Fig. 1: placed standard cells
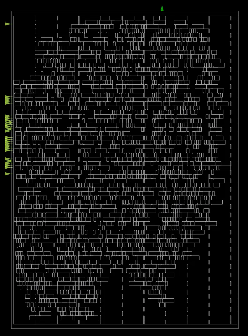
Fig. 2: placement by cell class
The bar under the picture is 50 µm long.
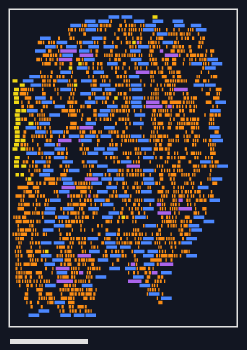
Fig. 3: M2 wires
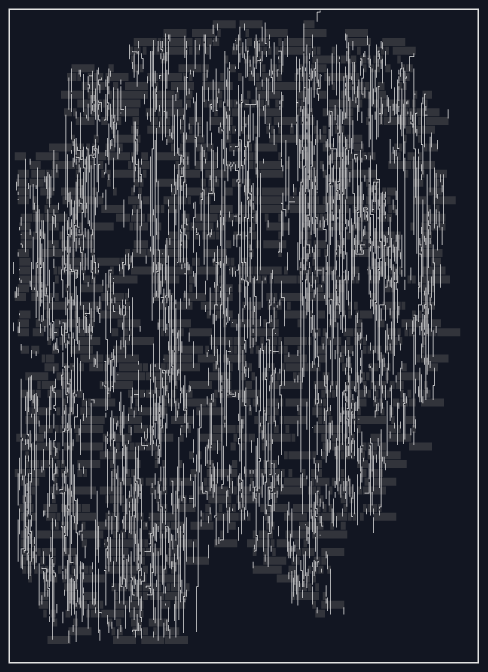
Fig. 4: clock network drawn from the DEF
The bar under the picture is 50 µm long.
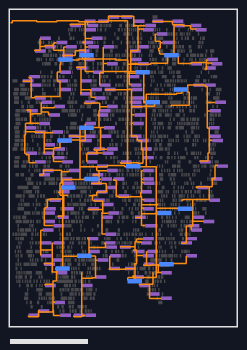
Fig. 5: gate-type map
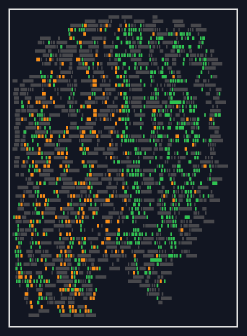
`src/rtl/lf_square_gen_pkg.sv`:
```
// Shared types and constants for the LF square-wave generator: FSM states,
// digit field layout and the half-period dividend table.
package lf_square_gen_pkg;

  localparam int unsigned BCD_W = 4;
  localparam int unsigned N_W   = 14;
  localparam int unsigned POW_W = 32;

  // One display digit: decimal point to the right of the digit plus its BCD value.
  typedef struct packed {
    logic             dp;
    logic [BCD_W-1:0] bcd;
  } dig_t;

  typedef enum logic [2:0] {
    ST_IDLE,
    ST_CONV,
    ST_SCALE,
    ST_DIV,
    ST_LOAD
  } state_t;

  // 500000 * 10^k: half a second in microseconds, scaled by the fraction digits.
  function automatic logic [POW_W-1:0] pow10_half(input logic [1:0] k);
    logic [POW_W-1:0] r;
    r = 32'd500000;
    case (k)
      2'd0: r = 32'd500000;
      2'd1: r = 32'd5000000;
      2'd2: r = 32'd50000000;
      2'd3: r = 32'd500000000;
      default: r = 32'd500000;
    endcase
    return r;
  endfunction

endpackage

```
`src/rtl/lf_square_gen_if.sv`:
```
// Setting/handshake bundle between a controller and lf_square_gen.
interface lf_square_gen_if;
  import lf_square_gen_pkg::*;

  logic start;
  dig_t dig3;
  dig_t dig2;
  dig_t dig1;
  dig_t dig0;
  logic ready;
  logic done_tick;
  logic err;
  logic so;

  modport master (output start, dig3, dig2, dig1, dig0,
                  input  ready, done_tick, err, so);
  modport slave  (input  start, dig3, dig2, dig1, dig0,
                  output ready, done_tick, err, so);
endinterface

```
`src/rtl/lf_tick_gen.sv`:
```
// Microsecond prescaler, half-period counter and so toggle with double-buffered hp.
// LF_GEN_PHASE_RESET_EN: a load restarts the waveform immediately, phase-aligned.
module lf_tick_gen #(
  parameter int unsigned CLK_DIV = 100,
  parameter int unsigned HP_W    = 30
) (
  input  logic            clk,
  input  logic            reset,
  input  logic            load,
  input  logic [HP_W-1:0] load_val,
  output logic            so
);

  localparam int unsigned PRE_W = $clog2(CLK_DIV);

  logic             en;
  logic [PRE_W-1:0] pre;
  logic [HP_W-1:0]  hc;
  logic [HP_W-1:0]  hp;
  logic [HP_W-1:0]  hp_next;
  logic             us_tick_c;

  assign us_tick_c = en && (pre == PRE_W'(CLK_DIV - 1));

  always_ff @(posedge clk) begin
    if (reset) begin
      en      <= 1'b0;
      pre     <= '0;
      hc      <= '0;
      hp      <= '0;
      hp_next <= '0;
      so      <= 1'b0;
    end else begin
      if (en) pre <= us_tick_c ? '0 : pre + PRE_W'(1);
      if (us_tick_c) begin
        if (hc == hp - HP_W'(1)) begin
          hc <= '0;
          so <= ~so;
          // A load landing on the toggle cycle must not be lost.
          hp <= load ? load_val : hp_next;
        end else begin
          hc <= hc + HP_W'(1);
        end
      end
      if (load) begin
        hp_next <= load_val;
`ifdef LF_GEN_PHASE_RESET_EN
        en  <= 1'b1;
        hp  <= load_val;
        pre <= '0;
        hc  <= '0;
        so  <= 1'b0;
`else
        if (!en) begin
          en  <= 1'b1;
          hp  <= load_val;
          pre <= '0;
          hc  <= '0;
        end
`endif
      end
    end
  end

endmodule

```
`src/rtl/lf_square_gen.sv`:
```
// LF square-wave generator: decimal setting -> BCD->binary -> 500000*10^k / N half-period.
// Optional LF_GEN_PHASE_RESET_EN makes each load restart the waveform immediately.
module lf_square_gen
  import lf_square_gen_pkg::*;
#(
  parameter int unsigned CLK_DIV = 100,
  parameter int unsigned HP_W    = 30
) (
  input  logic           clk,
  input  logic           reset,
  lf_square_gen_if.slave bus
);

  localparam int unsigned CNT_W = $clog2(HP_W);

  state_t                  state;
  logic [3:0][BCD_W-1:0]   bcd_q;
  logic [1:0]              k_q;
  logic                    bad_q;
  logic [N_W-1:0]          n_q;
  logic [N_W-1:0]          rem_q;
  logic [HP_W-1:0]         quo_q;
  logic [CNT_W-1:0]        cnt;
  logic                    ready_q;
  logic                    done_q;
  logic                    err_q;
  logic                    so;

  logic [2:0]              dp_cnt_c;
  logic                    in_bad_c;
  logic [1:0]              in_k_c;
  logic [N_W:0]            rem_sh_c;
  logic [N_W-1:0]          rem_sub_c;
  logic                    quo_bit_c;
  logic                    load_c;

  // Setting validity and fraction-digit count, evaluated on the incoming digits.
  always_comb begin
    dp_cnt_c = 3'(bus.dig3.dp) + 3'(bus.dig2.dp) + 3'(bus.dig1.dp) + 3'(bus.dig0.dp);
    in_bad_c = (bus.dig3.bcd > 4'd9) || (bus.dig2.bcd > 4'd9) ||
               (bus.dig1.bcd > 4'd9) || (bus.dig0.bcd > 4'd9) ||
               (dp_cnt_c > 3'd1) ||
               ({bus.dig3.bcd, bus.dig2.bcd, bus.dig1.bcd, bus.dig0.bcd} == 16'd0);
    in_k_c = 2'd0;
    if (bus.dig3.dp)      in_k_c = 2'd3;
    else if (bus.dig2.dp) in_k_c = 2'd2;
    else if (bus.dig1.dp) in_k_c = 2'd1;
  end

  // One restoring-division step; the dividend shifts out of quo_q as quotient bits shift in.
  always_comb begin
    rem_sh_c  = {rem_q, quo_q[HP_W-1]};
    quo_bit_c = rem_sh_c >= {1'b0, n_q};
    rem_sub_c = N_W'(rem_sh_c - {1'b0, n_q});
  end

  assign load_c = (state == ST_LOAD);

  always_ff @(posedge clk) begin
    if (reset) begin
      state   <= ST_IDLE;
      bcd_q   <= '0;
      k_q     <= '0;
      bad_q   <= 1'b0;
      n_q     <= '0;
      rem_q   <= '0;
      quo_q   <= '0;
      cnt     <= '0;
      ready_q <= 1'b1;
      done_q  <= 1'b0;
      err_q   <= 1'b0;
    end else begin
      done_q <= 1'b0;
      case (state)
        ST_IDLE: begin
          if (bus.start) begin
            bcd_q   <= {bus.dig3.bcd, bus.dig2.bcd, bus.dig1.bcd, bus.dig0.bcd};
            k_q     <= in_k_c;
            bad_q   <= in_bad_c;
            err_q   <= 1'b0;
            n_q     <= '0;
            cnt     <= '0;
            ready_q <= 1'b0;
            state   <= ST_CONV;
          end
        end
        ST_CONV: begin
          n_q   <= N_W'(n_q * N_W'(10) + N_W'(bcd_q[3]));
          bcd_q <= {bcd_q[2:0], 4'd0};
          if (cnt == CNT_W'(3)) begin
            err_q  <= bad_q;
            done_q <= bad_q;
            state  <= ST_SCALE;
          end else begin
            cnt <= cnt + CNT_W'(1);
          end
        end
        ST_SCALE: begin
          if (bad_q) begin
            ready_q <= 1'b1;
            state   <= ST_IDLE;
          end else begin
            quo_q <= HP_W'(pow10_half(k_q));
            rem_q <= '0;
            cnt   <= '0;
            state <= ST_DIV;
          end
        end
        ST_DIV: begin
          rem_q <= quo_bit_c ? rem_sub_c : rem_sh_c[N_W-1:0];
          quo_q <= {quo_q[HP_W-2:0], quo_bit_c};
          cnt   <= cnt + CNT_W'(1);
          if (cnt == CNT_W'(HP_W - 1)) begin
            done_q <= 1'b1;
            state  <= ST_LOAD;
          end
        end
        ST_LOAD: begin
          ready_q <= 1'b1;
          state   <= ST_IDLE;
        end
        default: begin
          ready_q <= 1'b1;
          state   <= ST_IDLE;
        end
      endcase
    end
  end

  lf_tick_gen #(
    .CLK_DIV (CLK_DIV),
    .HP_W    (HP_W)
  ) u_tick (
    .clk      (clk),
    .reset    (reset),
    .load     (load_c),
    .load_val (quo_q),
    .so       (so)
  );

  assign bus.ready     = ready_q;
  assign bus.done_tick = done_q;
  assign bus.err       = err_q;
  assign bus.so        = so;

endmodule
```
`src/flat_wrapper.sv`:
```
// flat-port wrapper written by rule: the top's interface ports become plain ports
module lf_square_gen_flat import lf_square_gen_pkg::*;
#(
  parameter int unsigned CLK_DIV = 100,
  parameter int unsigned HP_W    = 30
)
  (clk, reset, bus_start, bus_dig3, bus_dig2, bus_dig1, bus_dig0, bus_ready, bus_done_tick, bus_err, bus_so);
  lf_square_gen_if bus_i ();
  input  logic clk;
  input  logic reset;
  input wire logic [$bits(bus_i.start)-1:0] bus_start;
  input wire logic [$bits(bus_i.dig3)-1:0] bus_dig3;
  input wire logic [$bits(bus_i.dig2)-1:0] bus_dig2;
  input wire logic [$bits(bus_i.dig1)-1:0] bus_dig1;
  input wire logic [$bits(bus_i.dig0)-1:0] bus_dig0;
  output wire logic [$bits(bus_i.ready)-1:0] bus_ready;
  output wire logic [$bits(bus_i.done_tick)-1:0] bus_done_tick;
  output wire logic [$bits(bus_i.err)-1:0] bus_err;
  output wire logic [$bits(bus_i.so)-1:0] bus_so;
  assign bus_i.start = bus_start;
  assign bus_i.dig3 = bus_dig3;
  assign bus_i.dig2 = bus_dig2;
  assign bus_i.dig1 = bus_dig1;
  assign bus_i.dig0 = bus_dig0;
  assign bus_ready = bus_i.ready;
  assign bus_done_tick = bus_i.done_tick;
  assign bus_err = bus_i.err;
  assign bus_so = bus_i.so;
  lf_square_gen #(.CLK_DIV(CLK_DIV), .HP_W(HP_W)) u_core (.clk(clk), .reset(reset), .bus(bus_i));
endmodule
```
`config.mk`:
```
export PLATFORM = sky130hd
export DESIGN_NAME = lf_square_gen_flat
export DESIGN_NICKNAME = d
export VERILOG_FILES = /design/src/rtl/lf_square_gen_pkg.sv /design/src/rtl/lf_square_gen_if.sv /design/src/rtl/lf_tick_gen.sv /design/src/rtl/lf_square_gen.sv /design/src/flat_wrapper.sv
export SDC_FILE = /design/constraint.sdc
export NUM_CORES = 1
export LEC_CHECK = 0
export ABC_AREA = 1
export CAP_MARGIN = 0
export CORE_ASPECT_RATIO = 1.4
export CORE_UTILIZATION = 40
export CTS_CLUSTER_SIZE = 24
export DETAILED_ROUTE_END_ITERATION = 12
export GPL_ROUTABILITY_DRIVEN = 1
export SYNTH_ARGS = -nofsm -noshare
export SYNTH_HDL_FRONTEND = slang
export SYNTH_SLANG_ARGS = --single-unit
export TNS_END_PERCENT = 1
```
`constraint.sdc`:
```
create_clock -name clk -period 5.6 [get_ports clk]
set_input_delay 0.84 -clock clk [delete_from_list [all_inputs] [get_ports clk]]
set_output_delay 0.84 -clock clk [all_outputs]
set_load 0.02 [all_outputs]
```
==> run summary <==
Main metrics from the flow reports.

The number of sinks handled by clock tree synthesis is roughly 190. The post-layout worst setup margin came out at 2510 ps. STA classifies the critical path startpoint as a flop. The number of placed I/O pins came out at 27. The tally of buffers added on design ports is 26. The count of unresolved DRC violations after routing is 0. The final layout net count came out at ~1.8k. The global routing report lists met3 layer usage as 0.0317. Per the run report, area growth between synthesis and finish was 9.52%. The flow ran to the end, and the final reports show no timing, DRC or antenna violations.

The static power due to leakage came out at 6.01 nW. The script logs the ratio of routed vias to standard cells as about 5.0. The number of max-cap violations is 0. The tool warning count for the run is 35.

The global-route wire length before repair came out at between 40 and 50 mm. The tally of unique sky130hd cells used after synthesis came out at ~48. The class of the tightest hold or removal check is flop to flop. The floorplan step set the die height to between 200 and 250 µm.

The number of antenna diodes came out at 0. The number of design-rule violations left by the first detailed-router iteration is around 510. The routing layer with the top usage in global route is met2.

Synthesis produced a netlist whose cell count is 1706. The worst setup path is captured at a flop. Setup repair after global routing left no endpoint under its margin. The number of global-route vias before repair is 9911. The layout summary lists the proportion of cells stronger than drive strength 1 as 0.0714. The most common cell in the netlist is nand2_1. After synthesis, the mean cell area works out to ~6.7 µm².

The total power came out at ~3.3 mW. In the final routing, the length of wire on met1 measures between 10 and 15 mm. The cell-internal power came out at between 2 and 2.5 mW.

The portion of total power attributed to sequential cells is 0.432. The synthesis report gives the async set-or-reset register share as 0. The post-placement setup slack is between 2000 and 2500 ps.

The transition time at the pin with the least slew margin is 1100 ps. The number of cells traversed by the worst register-to-register path came out at 10. The count of hold-fix buffers inserted at cts came out at 0. The synthesis report lists the Yosys warning total as 0. Of all cell types, the one taking the most synthesized area is dfxtp_1. The number of detailed-routing iterations run before antenna repair came out at 4. The simple-gate area share of the yosys netlist came out at 0.345. The total negative slack is 0 ps. TritonCTS built the clock tree. The detailed route wirelength on metal2 came out at between 10 and 15 mm.

Final hold analysis gives a worst-case slack of between 400 and 500 ps. The total cell area at the placement stage is 0.0119 mm². Hold analysis lists the worst path endpoint as u_core.n_q[0]. The met1 usage came out at 0.240.

The count of pins over their slew limit came out at 0. The highest metal layer with signal wires is met4. The number of flops mapped to enable cells by yosys is 0. The arrival time at the worst endpoint came out at 3410 ps. For this run, the final setup violation count is recorded as 0. The hold violation count in the final report came out at 0. Per the cell usage report, the commonest logic cells after layout are nand2_1 (426), inv_1 (219), dfxtp_1 (187), nor2_1 (173), nand3_1 (98). Summed over all nets, the switching power comes to roughly 1 mW. The cell depth of the worst hold path came out at 2.

The adder-cell share of the synthesized area is 0.0602. The power density over cell area came out at around 270 mW/mm². For the worst min-delay path, the startpoint reported by OpenROAD is u_core.bcd_q[12]. The required time at the worst-slack endpoint came out at ~5900 ps. The clock network latency to the later pin of the worst-skew pair came out at about 450 ps.

The number of synthesized register bits came out at 187. The post-CTS setup buffer count came out at 0. The die outline width came out at 145 µm. After layout, the minimum clock period comes to around 3100 ps. The portion of netlist area occupied by mux cells came out at 0. The maximum fanout count along the critical path is 31. The fraction of synthesized cell area in xor and xnor cells is 0.0438. The wire length on met3 came out at approximately 580 µm. The root buffer cell is clkbuf_16.
## Picture notes: Fig. 1
Final Instance Count excl. Fillers: 2079
row count: 72
fraction of area in registers: 0.300
post-layout util: 0.448

## Picture notes: Fig. 2
colour	class	cells
yellow	remaining buffers and delay cells	35
orange	remaining logic cells	1455
purple	clock drivers and dummy loads	32
blue	registers	187
total core area: 0.0278 mm²
Design Area, Final: 0.0125 mm²

## Picture notes: Fig. 3
longest straight run	85.2 µm
main direction	vertical
met2 usage: 0.352
total wirelength of the detailed-routed design: 27.3 mm
Vias: 10.3k

## Picture notes: Fig. 4
[purple] flip-flops | count: 187
[orange] clock wires | length: 2440 µm
[blue] clock-net drivers | count: 17
routed clock nets	18
power in the clock group: 1.25 mW
clock power share: 0.377
Fin Clk Skew: 11.4 ps

## Picture notes: Fig. 5
colour	family	cells	most used
orange	aoi and oai cells	244	a21oi_1
green	nand cells	601	nand2_1
logic share of the area: 0.520
commonest non-fill, non-tap cell in the layout: nand2_1

[power groups by stage]
stage | clock, mW | sequential (mW) | combinational [mW]
finish | 1.25 | 1.43 | 0.633
global route | 1.33 | 1.44 | 0.726
CTS | 1.29 | 1.43 | 0.635
detailed placement | 0 | 1.46 | 0.632
global placement | 0 | 1.46 | 0.626
floorplan | 0 | 1.45 | 0.491
[worst max-delay path by stage]
stage	startpoint	end	slack [ps]
final	u_core.state[0]	u_core.u_tick.hc[6]	2510
after global routing	u_core.u_tick.hp[0]	u_core.u_tick.hc[6]	2090
after CTS	u_core.u_tick.hp[0]	u_core.u_tick.hc[8]	2430
after detailed placement	bus_start	u_core.bcd_q[15]	2020
after global placement	bus_start	u_core.bcd_q[4]	2200
after floorplan	u_core.n_q[1]	u_core.n_q[13]	3120
[flip-flops by register name (all words and copies together), names as in the netlist, 2 cells and up]
name	flops
u_core.quo_q	30
u_core.u_tick.hc	30
u_core.u_tick.hp	30
u_core.u_tick.hp_next	30
u_core.bcd_q	16
u_core.n_q	14
u_core.rem_q	14
u_core.u_tick.pre	7
u_core.cnt	5
u_core.state	3
u_core.k_q	2
[final cells by class]
cell class	count	area, µm²
flip-flops and latches	187	3740
multi-input cells	1227	6480
fillers	2902	15400
well taps	370	463
clock inverters	12	163
inverters	228	857
clock buffers	20	437
repair buffers	35	325
[worst max-delay path: stages, from the launching register on]
cell     delay, ps
dfxtp_1        330
nor2_1         140
nand2_1        250
nor2_1         750
inv_1           90
buf_4          260
nand2_1        200
buf_4          260
inv_1          170
nand2_2        400
nor3b_1         90
[cells by family (layout without fill, tap and decap cells)]
group           after synthesis  count (layout)
xor+xnor                     57              57
fa+ha+maj                    53              53
compound gates              247             247
simple gates                870             870
buf+inv                     292             295
flops                       187             187
No activity file was given, so power comes from the tool's default toggle rates.
